==> src/rtl/rr_packet_mux_pkg.sv <==
// -----------------------------------------------------------------------------
// rr_packet_mux_pkg
// Shared definitions for the round-robin packet multiplexer:
//   state_e  - two-state arbiter encoding (ST_IDLE / ST_BUSY)
//   sel_w()  - width of a grant/select index for a given requester count,
//              never less than one bit so SIZE=1 still has a legal vector
// -----------------------------------------------------------------------------
package rr_packet_mux_pkg;

  typedef enum logic {
    ST_IDLE = 1'b0,
    ST_BUSY = 1'b1
  } state_e;

  // Grant index width: (SIZE>1) ? $clog2(SIZE) : 1
  function automatic int sel_w(input int size);
    return (size > 1) ? $clog2(size) : 1;
  endfunction

endpackage : rr_packet_mux_pkg

==> src/rtl/rr_packet_mux_if.sv <==
// -----------------------------------------------------------------------------
// rr_packet_mux_if
// Bundles the requester lanes, the downstream channel and the status outputs
// of rr_packet_mux.
//   iValid/iLast/iData : SIZE producer lanes (lane i data at [i*WIDTH+:WIDTH])
//   oReady             : per-lane accept from the arbiter
//   oValid/oLast/oData : registered output beat
//   iReady             : downstream accept
//   oGrant/oBusy       : current owner index and packet-locked flag
// Modports:
//   master : the environment (producers + consumer)
//   slave  : the arbiter itself
// -----------------------------------------------------------------------------
interface rr_packet_mux_if #(
  parameter int WIDTH = 32,
  parameter int SIZE  = 4
);
  import rr_packet_mux_pkg::*;

  localparam int SELW = sel_w(SIZE);

  logic [SIZE-1:0]       iValid;
  logic [SIZE-1:0]       iLast;
  logic [SIZE*WIDTH-1:0] iData;
  logic [SIZE-1:0]       oReady;
  logic                  oValid;
  logic                  oLast;
  logic [WIDTH-1:0]      oData;
  logic                  iReady;
  logic [SELW-1:0]       oGrant;
  logic                  oBusy;

  modport master (
    output iValid, iLast, iData, iReady,
    input  oReady, oValid, oLast, oData, oGrant, oBusy
  );

  modport slave (
    input  iValid, iLast, iData, iReady,
    output oReady, oValid, oLast, oData, oGrant, oBusy
  );

endinterface : rr_packet_mux_if

==> src/rtl/rr_packet_mux_mux.sv <==
// -----------------------------------------------------------------------------
// Mux
// Plain combinational SIZE:1 data selector.
//   iSelect : index of the lane to forward
//   iData   : SIZE packed lanes, lane i at [i*WIDTH+:WIDTH]
//   oData   : selected lane; zero if iSelect is out of range
// -----------------------------------------------------------------------------
module Mux
  import rr_packet_mux_pkg::*;
#(
  parameter int WIDTH = 32,
  parameter int SIZE  = 4
) (
  input  logic [sel_w(SIZE)-1:0] iSelect,
  input  logic [SIZE*WIDTH-1:0]  iData,
  output logic [WIDTH-1:0]       oData
);

  localparam int SELW = sel_w(SIZE);

  // One-hot style compare chain; unmatched (out-of-range) selects give zero
  always_comb begin
    oData = {WIDTH{1'b0}};
    for (int i = 0; i < SIZE; i++) begin
      oData = (iSelect == SELW'(i)) ? iData[i*WIDTH +: WIDTH] : oData;
    end
  end

endmodule : Mux

==> src/rtl/rr_packet_mux.sv <==
// -----------------------------------------------------------------------------
// rr_packet_mux
// Round-robin arbiter that locks the shared output channel to one requester
// for a whole packet (until the beat carrying iLast transfers), then rotates
// priority to the requester after the one just served.
//   iClock   : rising-edge clock
//   iReset_n : asynchronous active-low reset
//   bus      : rr_packet_mux_if.slave - requester lanes, downstream channel,
//              oGrant (owner index) and oBusy (packet locked)
// The output beat is registered; oReady is combinational from the state
// registers and iReady so a downstream stall blocks the owner in-cycle.
// -----------------------------------------------------------------------------
module rr_packet_mux
  import rr_packet_mux_pkg::*;
#(
  parameter int WIDTH = 32,
  parameter int SIZE  = 4
) (
  input  logic            iClock,
  input  logic            iReset_n,
  rr_packet_mux_if.slave  bus
);

  localparam int SELW = sel_w(SIZE);

  state_e           state_q;
  logic [SELW-1:0]  grant_q;
  logic [SELW-1:0]  ptr_q;
  logic             o_valid_q;
  logic             o_last_q;
  logic [WIDTH-1:0] o_data_q;

  logic [SELW-1:0]  pick_s;
  logic [SELW-1:0]  ptr_next_s;
  logic [WIDTH-1:0] mux_data_s;
  logic             slot_s;
  logic             own_valid_s;
  logic             own_last_s;
  logic             any_valid_s;
  logic [SIZE-1:0]  ready_s;

  // First requester at or after start, wrapping. The second pass only
  // matters when nothing at/after start is requesting, so its lowest hit is
  // exactly the wrapped winner.
  function automatic logic [SELW-1:0] rr_pick(
    input logic [SIZE-1:0] req,
    input logic [SELW-1:0] start
  );
    logic [SELW-1:0] sel;
    logic            found;
    logic            take;
    sel   = {SELW{1'b0}};
    found = 1'b0;
    for (int i = 0; i < SIZE; i++) begin
      take  = !found && req[i] && (SELW'(i) >= start);
      sel   = take ? SELW'(i) : sel;
      found = found | take;
    end
    for (int i = 0; i < SIZE; i++) begin
      take  = !found && req[i];
      sel   = take ? SELW'(i) : sel;
      found = found | take;
    end
    return sel;
  endfunction

  // Data path select is driven straight from the grant register
  Mux #(
    .WIDTH (WIDTH),
    .SIZE  (SIZE)
  ) u_mux (
    .iSelect (grant_q),
    .iData   (bus.iData),
    .oData   (mux_data_s)
  );

  // Arbitration candidate and rotated pointer after the current owner
  always_comb begin
    any_valid_s = |bus.iValid;
    pick_s      = rr_pick(bus.iValid, ptr_q);
    ptr_next_s  = (grant_q == SELW'(SIZE - 1)) ? {SELW{1'b0}} : grant_q + SELW'(1);
  end

  // Owner lane handshake view and per-lane ready
  always_comb begin
    slot_s      = !o_valid_q || bus.iReady;
    own_valid_s = 1'b0;
    own_last_s  = 1'b0;
    ready_s     = {SIZE{1'b0}};
    for (int i = 0; i < SIZE; i++) begin
      own_valid_s = own_valid_s | ((grant_q == SELW'(i)) & bus.iValid[i]);
      own_last_s  = own_last_s  | ((grant_q == SELW'(i)) & bus.iLast[i]);
      ready_s[i]  = (state_q == ST_BUSY) && (grant_q == SELW'(i)) && slot_s;
    end
  end

  // Arbiter FSM with the registered output beat
  always_ff @(posedge iClock or negedge iReset_n) begin
    if (!iReset_n) begin
      state_q   <= ST_IDLE;
      grant_q   <= {SELW{1'b0}};
      ptr_q     <= {SELW{1'b0}};
      o_valid_q <= 1'b0;
      o_last_q  <= 1'b0;
      o_data_q  <= {WIDTH{1'b0}};
    end else begin
      case (state_q)
        ST_IDLE: begin
          if (any_valid_s) begin
            grant_q <= pick_s;
            state_q <= ST_BUSY;
          end
          // Drain the last beat of the previous packet once taken
          if (bus.iReady) begin
            o_valid_q <= 1'b0;
          end
        end
        ST_BUSY: begin
          if (slot_s) begin
            if (own_valid_s) begin
              o_valid_q <= 1'b1;
              o_last_q  <= own_last_s;
              o_data_q  <= mux_data_s;
              if (own_last_s) begin
                state_q <= ST_IDLE;
                ptr_q   <= ptr_next_s;
              end
            end else begin
              // Owner bubble: slot is free but nothing to load; keep grant
              o_valid_q <= 1'b0;
            end
          end
        end
        default: begin
          state_q <= ST_IDLE;
        end
      endcase
    end
  end

  assign bus.oReady = ready_s;
  assign bus.oValid = o_valid_q;
  assign bus.oLast  = o_last_q;
  assign bus.oData  = o_data_q;
  assign bus.oGrant = grant_q;
  assign bus.oBusy  = (state_q == ST_BUSY);

endmodule : rr_packet_mux

==> src/flat_wrapper.sv <==
// flat-port wrapper written by rule: the top's interface ports become plain ports
module rr_packet_mux_flat import rr_packet_mux_pkg::*;
#(
  parameter int WIDTH = 32,
  parameter int SIZE  = 4
)
  (iClock, iReset_n, bus_iValid, bus_iLast, bus_iData, bus_iReady, bus_oReady, bus_oValid, bus_oLast, bus_oData, bus_oGrant, bus_oBusy);
  rr_packet_mux_if #(.WIDTH(WIDTH), .SIZE(SIZE)) bus_i ();
  input  logic iClock;
  input  logic iReset_n;
  input wire logic [$bits(bus_i.iValid)-1:0] bus_iValid;
  input wire logic [$bits(bus_i.iLast)-1:0] bus_iLast;
  input wire logic [$bits(bus_i.iData)-1:0] bus_iData;
  input wire logic [$bits(bus_i.iReady)-1:0] bus_iReady;
  output wire logic [$bits(bus_i.oReady)-1:0] bus_oReady;
  output wire logic [$bits(bus_i.oValid)-1:0] bus_oValid;
  output wire logic [$bits(bus_i.oLast)-1:0] bus_oLast;
  output wire logic [$bits(bus_i.oData)-1:0] bus_oData;
  output wire logic [$bits(bus_i.oGrant)-1:0] bus_oGrant;
  output wire logic [$bits(bus_i.oBusy)-1:0] bus_oBusy;
  assign bus_i.iValid = bus_iValid;
  assign bus_i.iLast = bus_iLast;
  assign bus_i.iData = bus_iData;
  assign bus_i.iReady = bus_iReady;
  assign bus_oReady = bus_i.oReady;
  assign bus_oValid = bus_i.oValid;
  assign bus_oLast = bus_i.oLast;
  assign bus_oData = bus_i.oData;
  assign bus_oGrant = bus_i.oGrant;
  assign bus_oBusy = bus_i.oBusy;
  rr_packet_mux #(.WIDTH(WIDTH), .SIZE(SIZE)) u_core (.iClock(iClock), .iReset_n(iReset_n), .bus(bus_i));
endmodule
==> config.mk <==
export PLATFORM = sky130hd
export DESIGN_NAME = rr_packet_mux_flat
export DESIGN_NICKNAME = d
export VERILOG_FILES = /design/src/rtl/rr_packet_mux_pkg.sv /design/src/rtl/rr_packet_mux_if.sv /design/src/rtl/rr_packet_mux_mux.sv /design/src/rtl/rr_packet_mux.sv /design/src/flat_wrapper.sv
export SDC_FILE = /design/constraint.sdc
export NUM_CORES = 1
export LEC_CHECK = 0
export ABC_AREA = 1
export ABC_CLOCK_PERIOD_IN_PS = 2100
export CAP_MARGIN = 20
export CORE_ASPECT_RATIO = 2
export CORE_MARGIN = 1.5
export CORE_UTILIZATION = 37
export DETAILED_ROUTE_END_ITERATION = 7
export GPL_TIMING_DRIVEN = 0
export PLACE_DENSITY = 0.83
export SLEW_MARGIN = 5
export SYNTH_ARGS = -nofsm -noshare
export SYNTH_HDL_FRONTEND = slang
export SYNTH_SLANG_ARGS = --single-unit
==> constraint.sdc <==
create_clock -name iClock -period 2.1 [get_ports iClock]
set_input_delay 0.42 -clock iClock [delete_from_list [all_inputs] [get_ports iClock]]
set_output_delay 0.42 -clock iClock [all_outputs]
set_load 0.05 [all_outputs]
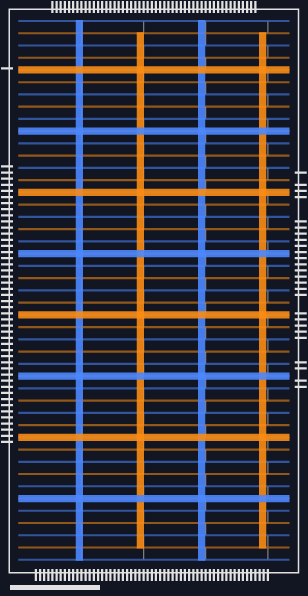
**Above:** PDN straps and rails.
Scale bar: 20 um. Pins as bars on the die edge. Tap cells in gray.
| net | color |
|---|---|
| VSS | blue |
| VDD | orange |
tap cells: 92
met5 straps: 8
width of the chip: 63.9 um
CORE AREA: 7210 um^2

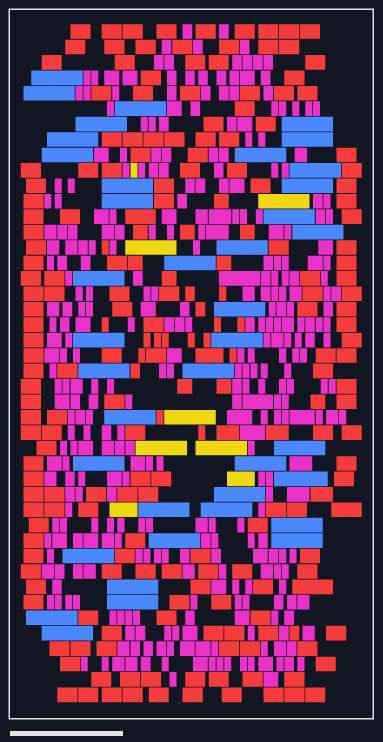
**Above:** cell classes on the final placement.
Scale bar: 20 um.
| class | color | cells | share of their area |
|---|---|---|---|
| remaining logic cells | magenta | 339 | 35% |
| remaining buffers and delay cells | red | 209 | 42% |
| sequential cells | blue | 39 | 20% |
| clock drivers and dummy loads | yellow | 8 | 3.3% |
register share of the cell area: 19.9%
row count: 44
core occupancy in the finished layout: 67.9%

==> summary.rpt <==
=== SYNTHESIS / PLACE & ROUTE SUMMARY ===
----------------------------------------------------
[Outcome]
  Run status ........................ complete, no violations

[Global routing]
  Maximum number of pins on one net before global-route repair ........................ 30
  Global-route usage over all layers ........................ 29.0%
  Vias in the first global route ........................ 3714
  Number of antenna violations at the first check in global routing ........................ 0
  GRT Residual Overflow ........................ 0
  First-pass GRT wire length ........................ 17900 um

[Worst hold path]
  Worst min-delay path category ........................ primary input to async pin

[Place]
  Port Buffers ........................ 179
  Detailed placement HPWL ........................ 8870 um
  Placer Congestion ........................ 0.917
  Placement Setup Slack ........................ -0.699 ns

[Clocking]
  Maximum clock insertion buffer count ........................ 2
  Setup fix buffers added after clock tree synthesis ........................ 0
  Clock tree from TritonCTS ........................ done
  Clock latency on the worst-skew pair ........................ 0.28 ns
  Clock root cell ........................ sky130_fd_sc_hd__clkbuf_16
  Total number of clock tree sinks ........................ 39
  Deepest level of the CTS H-tree ........................ 2
  Cts bufs inserted ........................ 5
  Clock transition time at the flip-flop clock pins of the worst setup and hold paths ........................ 0.06 ns

[Worst setup path]
  Category of the most critical setup path ........................ flop to primary output
  Worst path bufs/invs ........................ 4
  Launching element of the worst setup path ........................ u_core.bus.oGrant[1]
  Cell class contributing the biggest share of worst-path delay ........................ buffers and inverters
  Library cell contributing the largest single delay on the critical path ........................ sky130_fd_sc_hd__dfrtp_1
  Kind of start point of the critical path ........................ flop
  Critical R2R Launch ........................ u_core.bus.oGrant[1]
  Crit path DAT ........................ 1.65 ns
  Data required time at the worst endpoint ........................ 1.68 ns
  CP Capture Type ........................ primary output
  Max incr delay on CP ........................ 0.42 ns
  Critical path peak fanout ........................ 10

[Layout]
  Post-layout net count ........................ 737
  Number of antenna repair diodes ........................ 0
  Synthesis-to-layout area growth ........................ 78.4%
  Fill cell total of the finished layout ........................ 642
  Fraction of layout cells with a size suffix above 1 ........................ 10.3%

[Timing]
  Max Slew Vio Count ........................ 0
  Final hold violation count ........................ 0
  Actual slew at the worst max-slew pin ........................ 0.579 ns
  Maximum clock skew at final layout ........................ 0.00719 ns
  Setup repair after global routing missed its margin ........................ yes
  Period utilisation layout ........................ 98.5%
  Total Negative Setup Slacks ........................ 0 ns
  Final critical-path setup slack ........................ 0.0321 ns
  Max-Slew Margin vs Limit ........................ 61.3%
  Minimum clock period after layout ........................ 2.07 ns
  Peak Freq ........................ 484 MHz
  Final setup violation count ........................ 0

[Drt]
  DR vias ........................ 3556
  Remaining DRCs ........................ 0
  WL per Instance ........................ 16.3 um
  Wire length reported by the detailed router ........................ 11200 um
  Post-detailed-route count of antenna-violating nets ........................ 0
  Routed vias/inst ........................ 5.18
  Iter 0 DRT Violations ........................ 151
  First drt pass iteration count ........................ 4

[Synthesis]
  Area of the mapped netlist ........................ 2750 um^2
  Ys flops ........................ 39
  Largest area contributor in the synthesized netlist ........................ sky130_fd_sc_hd__dfrtp_1
  Yosys warnings ........................ 0
  Top cells by area, synth ........................ sky130_fd_sc_hd__dfrtp_1 (36%), sky130_fd_sc_hd__nand2_1 (21%), sky130_fd_sc_hd__nand3_1 (8.2%)
  Cell Type Count ........................ 21
  Yosys stat cell total ........................ 408
  Ys async rst share ........................ 100%
  Synthesized Nets ........................ 551
  Most instantiated cells after synthesis ........................ sky130_fd_sc_hd__nand2_1 (155), sky130_fd_sc_hd__nand3_1 (45), sky130_fd_sc_hd__dfrtp_1 (39), sky130_fd_sc_hd__o211ai_1 (30), sky130_fd_sc_hd__a21oi_1 (23)
  Yosys-reported design area after synthesis ........................ 2750 um^2
  Post-synthesis cell count ........................ 408
  Register share after synthesis ........................ 35.5%
  Most instantiated flip-flop cell in the synthesis netlist ........................ sky130_fd_sc_hd__dfrtp_1
  Top cell type's share of synthesized area ........................ 35.5%
  Library cell with the highest instance count after synthesis ........................ sky130_fd_sc_hd__nand2_1
  Per-instance average area after synthesis ........................ 6.73 um^2

[Run]
  Max_cap viols ........................ 0
  Tool warning count ........................ 30

[Power]
  Total Power Consumption ........................ 7.35 mW
  Power per Cell Area ........................ 1500 nW/um^2
  Max IR drop VDD ........................ 0.869 mV
  Reported leakage power ........................ 2.22 nW

[Floorplan]
  Die ar. ........................ 7980 um^2
  I/O pin count ........................ 180
  Floorplan core density ........................ 38.1%

----------------------------------------------------
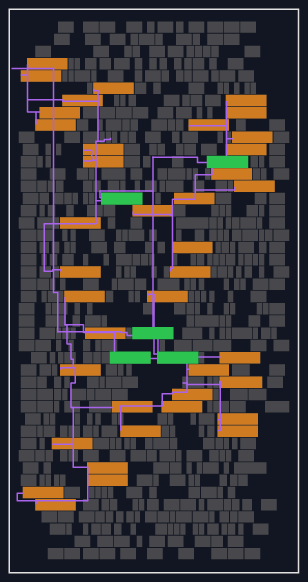
**Above:** clock network drawn from the DEF.
[flip-flops] orange | count: 39
[clock-net drivers] green | count: 5
[clock wires] purple | length: 553 um
flops lie: spread over the die

-- sequential cells by signal (all words and copies together) (netlist names) --
register           count
u_core.bus.oGrant      2
u_core.bus.oBusy       1
u_core.bus.oValid      1
u_core.bus.oLast       1
u_core.ptr_q           2
u_core.bus.oData      32
-- cell families (layout without fill, tap and decap cells) --
kind of cell,Yosys count,after routing,share of synthesized area [%]
flops,39,39,35.5
compound gates,81,81,17.8
buf+inv,45,232,7.29
fa+ha+maj,4,4,1.82
simple gates,239,239,37.6
-- path summary, 6_finish.rpt --
kind                                        endpoint  slack [ns]  cells past startpoint
worst min-delay path             u_core.bus.oData[2]        0.03                      1
max in group asynchronous           u_core.bus.oLast        1.61                      2
min in group iClock              u_core.bus.oData[6]        0.48                      2
worst max-delay path                   bus_oReady[1]        0.03                      6
worst min register to register   u_core.bus.oData[6]        0.48                      2
worst max register to register  u_core.bus.oData[13]        0.21                      9
-- cells in the final DEF (no fill, tap or decap), types with 9 or more instances in the layout --
master and count:
sky130_fd_sc_hd__clkbuf_1 14, sky130_fd_sc_hd__nand3_1 45, sky130_fd_sc_hd__o211ai_1 30, sky130_fd_sc_hd__inv_1 11
sky130_fd_sc_hd__clkdlybuf4s50_1 174, sky130_fd_sc_hd__o21ai_0 21, sky130_fd_sc_hd__dfrtp_1 38, sky130_fd_sc_hd__or2_2 20
sky130_fd_sc_hd__nor2_1 9, sky130_fd_sc_hd__nand2_1 154, sky130_fd_sc_hd__a21oi_1 23
-- final cells by class --
class                      instances  area (um^2)  area share [%]
multi-input combinational        324         1610            32.8
buffer                            29          179            3.65
tap                               92          115            2.35
clock buffer                       8          156            3.19
timing repair buffer             180         1810            36.9
inverter                          15         58.8            1.20
sequential                        39          977            19.9
-- what timing repair did --
item	in CTS	in global routing
resized	39	8
endpoints found under the hold margin	0	0
setup endpoints to repair	4	8
hold buffers	0	0
pin swaps	0	0
-- metal layers --
metal  share of wire, %  global-route usage (%)  vias up
li1                   -                       -     1728
met1                 35                    30.2     1624
met2                 54                    51.7      161
met3                5.3                    5.24       43
met4                5.5                    17.9        0
met5                  0                       0        -
-- power breakdown --
part / internal (mW) / total, mW / switching, mW
logic: 1.85 / 5.22 / 3.37
clock network: 0.505 / 0.788 / 0.283
registers: 1.12 / 1.34 / 0.219
total: 3.47 / 7.35 / 3.87
-- stage by stage --
stage	hold WS, ns	std cells	cell area [um^2]
floorplan	0.124	408	2780
global placement	0.461	679	4680
detailed placement	0.329	680	4700
CTS	0.0281	687	4880
global route	0.0357	687	4900
finish	0.0272	687	4900
Power and IR drop assume default switching activity.
